<file path="src/rtl/muxn_stage.sv">
// Registered N-way select stage with valid/stall/flush and illegal-select detection.
// Define MUXN_STAGE_ERRCHK_EN to build the error detector (err_sticky/err_count).
module muxn_stage #(
  parameter int WIDTH  = 32,
  parameter int NUM_IN = 3,
  parameter int SEL_W  = 2,
  parameter int ERR_W  = 8
) (
  input  logic                    clk,
  input  logic                    reset,
  input  logic [NUM_IN*WIDTH-1:0] in_bus,
  input  logic [SEL_W-1:0]        sel,
  input  logic                    in_valid,
  input  logic                    stall,
  input  logic                    flush,
  input  logic                    err_clr,
  output logic [WIDTH-1:0]        y,
  output logic                    out_valid,
  output logic                    err_sticky,
  output logic [ERR_W-1:0]        err_count
);

  logic [WIDTH-1:0] sel_data;
  logic             sel_legal;
  logic             xfer;

  // Unmatched codes leave sel_data at zero, which is the decode default.
  always_comb begin
    sel_data  = '0;
    sel_legal = 1'b0;
    for (int i = 0; i < NUM_IN; i++) begin
      if (sel == SEL_W'(i)) begin
        sel_data  = in_bus[i*WIDTH +: WIDTH];
        sel_legal = 1'b1;
      end
    end
  end

  assign xfer = in_valid & ~stall & ~flush;

  always_ff @(posedge clk) begin
    if (reset) begin
      y         <= '0;
      out_valid <= 1'b0;
    end else if (flush) begin
      out_valid <= 1'b0;
    end else if (stall) begin
      y         <= y;
      out_valid <= out_valid;
    end else if (in_valid) begin
      if (sel_legal) begin
        y         <= sel_data;
        out_valid <= 1'b1;
      end else begin
`ifdef MUXN_STAGE_ERRCHK_EN
        out_valid <= 1'b0;
`else
        y         <= '0;
        out_valid <= 1'b1;
`endif
      end
    end else begin
      out_valid <= 1'b0;
    end
  end

`ifdef MUXN_STAGE_ERRCHK_EN
  logic xfer_illegal;

  assign xfer_illegal = xfer & ~sel_legal;

  // Clear takes effect first, so a simultaneous illegal transfer counts as one.
  always_ff @(posedge clk) begin
    if (reset) begin
      err_sticky <= 1'b0;
      err_count  <= '0;
    end else if (err_clr) begin
      err_sticky <= xfer_illegal;
      err_count  <= xfer_illegal ? ERR_W'(1) : '0;
    end else if (xfer_illegal) begin
      err_sticky <= 1'b1;
      if (err_count != {ERR_W{1'b1}})
        err_count <= err_count + ERR_W'(1);
    end
  end
`else
  logic unused_err;

  assign unused_err = err_clr ^ xfer;
  assign err_sticky = 1'b0;
  assign err_count  = '0;
`endif

endmodule

</file>
<file path="config.mk">
export PLATFORM = sky130hd
export DESIGN_NAME = muxn_stage
export DESIGN_NICKNAME = d
export VERILOG_FILES = /design/src/rtl/muxn_stage.sv
export SDC_FILE = /design/constraint.sdc
export NUM_CORES = 1
export LEC_CHECK = 0
export CAP_MARGIN = 40
export CORE_MARGIN = 1.5
export CORE_UTILIZATION = 31
export CTS_CLUSTER_SIZE = 16
export DETAILED_ROUTE_END_ITERATION = 8
export PLACE_DENSITY = 0.74
export SYNTH_ARGS = -nofsm -noshare
export SYNTH_HDL_FRONTEND = slang
export SYNTH_SLANG_ARGS = --single-unit
</file>
<file path="constraint.sdc">
create_clock -name clk -period 1.1 [get_ports clk]
set_input_delay 0.22 -clock clk [delete_from_list [all_inputs] [get_ports clk]]
set_output_delay 0.22 -clock clk [all_outputs]
set_load 0.01 [all_outputs]
</file>
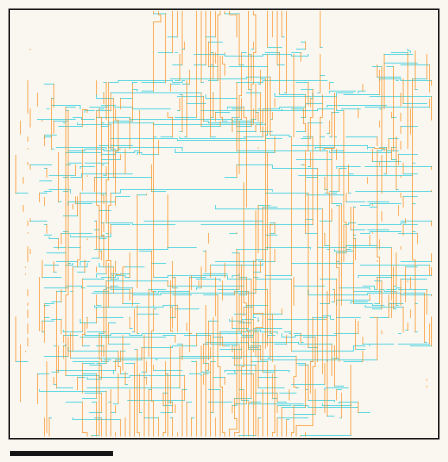
Figure 1: metal layers overlaid.
Scale bar: 20 µm. Two of the layers only.
cyan -> met1  # wire length 2450 µm
orange -> met2  # wire length 3250 µm

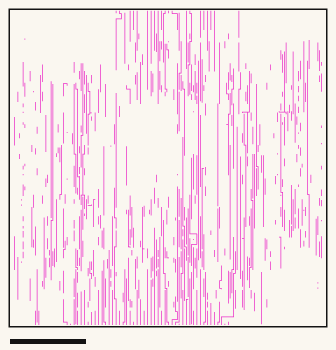
Figure 2: metal 2.
Scale bar: 20 µm.
longest straight run = 52.2 µm
wire length on this layer = 3250 µm
Routed Wire Length: 6326 µm
total number of vias: 2046
routing usage on met2: 34.00%

==> impl_table.tex <==
% Auto-generated results table
\begin{tabular}{lr}
\hline
Metric & Value \\
\hline
\multicolumn{2}{l}{\textbf{Status}} \\
\quad Run status & finished clean \\
\multicolumn{2}{l}{\textbf{Drt}} \\
\quad Wl on met1 & 2445 µm \\
\quad DRC violations left & 0 \\
\quad Met3 WL & 506 µm \\
\multicolumn{2}{l}{\textbf{Timing}} \\
\quad Time the worst path needs with I/O delays and setup & 1.068 ns \\
\quad Share of the cycle needed by the critical path after routing & 97.09\% \\
\multicolumn{2}{l}{\textbf{Yosys}} \\
\quad Top flip-flop cell by instance count after synthesis & sky130\_fd\_sc\_hd\_\_dfxtp\_1 \\
\quad Biggest area contributors in the synthesized netlist & sky130\_fd\_sc\_hd\_\_dfxtp\_1 33\%, sky130\_fd\_sc\_hd\_\_mux2i\_1 17\%, sky130\_fd\_sc\_hd\_\_a2bb2oi\_1 14\% \\
\quad Number of flip-flops and latches in the synthesized netlist & 33 \\
\quad Compound-gate portion of the synthesized area & 28.84\% \\
\quad Seq/Total Area, Yosys & 33.40\% \\
\quad Simple-gate share of the synthesized area & 7.653\% \\
\multicolumn{2}{l}{\textbf{Cells and area}} \\
\quad Non-Clock Inverter Count & 0 \\
\quad Reg with most FFs & y \\
\quad Number of diodes added for antenna fixing & 0 \\
\quad Combinational share of cell area & 30.82\% \\
\multicolumn{2}{l}{\textbf{Clock tree}} \\
\quad Clock root buffer & sky130\_fd\_sc\_hd\_\_clkbuf\_8 \\
\quad H-tree Lvls & 2 \\
\quad TritonCTS buffer count & 5 \\
\multicolumn{2}{l}{\textbf{Global routing}} \\
\quad Total routing usage reported by global routing & 18.88\% \\
\quad Most Used Layer, Global Route & met2 \\
\quad Via count of the first global-routing pass & 2141 \\
\multicolumn{2}{l}{\textbf{Job}} \\
\quad Number of maximum-capacitance violations & 0 \\
\multicolumn{2}{l}{\textbf{Place}} \\
\quad RD Place Congestion & 0.7423 \\
\quad Placed Instance Area & 3358 µm² \\
\multicolumn{2}{l}{\textbf{Power}} \\
\quad Power drawn by the sequential cells & 1290 µW \\
\quad Combinational gate power & 1060 µW \\
\quad Overall power consumption & 3512 µW \\
\quad Highest ir drop seen on vdd & 0.4919 mV \\
\multicolumn{2}{l}{\textbf{Hold path}} \\
\quad Worst min-delay path category & in2reg \\
\multicolumn{2}{l}{\textbf{Floorplan}} \\
\quad Initial Util & 32.83\% \\
\quad Area of the core & 6026 µm² \\
\quad Number of core rows & 28 \\
\multicolumn{2}{l}{\textbf{Worst setup path}} \\
\quad Critical path data required time & 0.88 ns \\
\hline
\end{tabular}
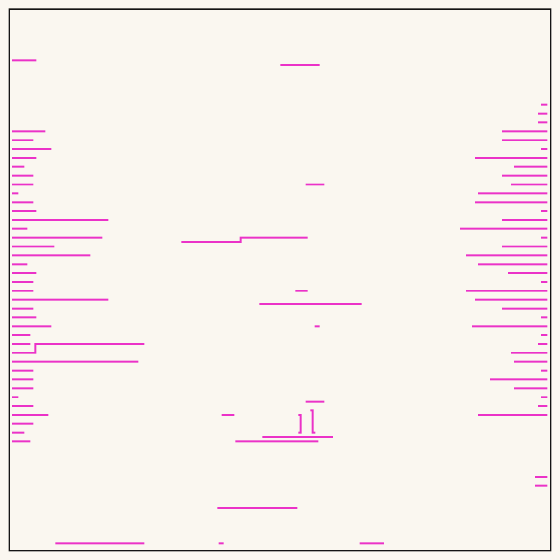
Figure 3: metal 3.
wire length on this layer = 506 µm
longest straight run = 19.1 µm
nets with wire on the layer = 85
main direction = horizontal
global-route track usage on met3: 5.368%

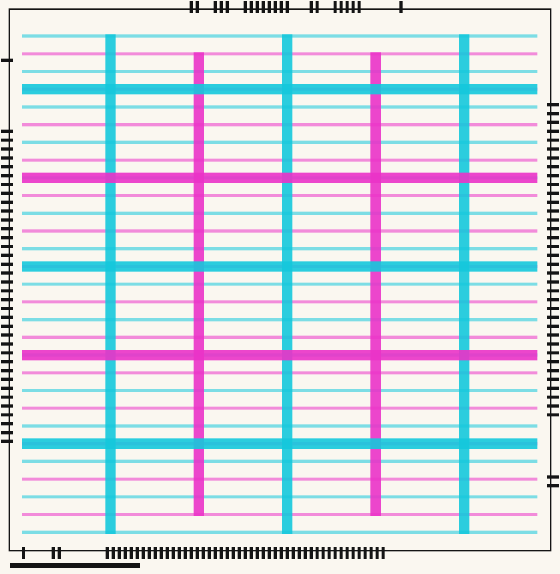
Figure 4: supply network.
Scale bar: 20 µm. Pins as bars on the die edge.
magenta -> VDD
cyan -> VSS
rows = 28
met5 straps = 5

No activity file was given, so power comes from the tool's default toggle rates.
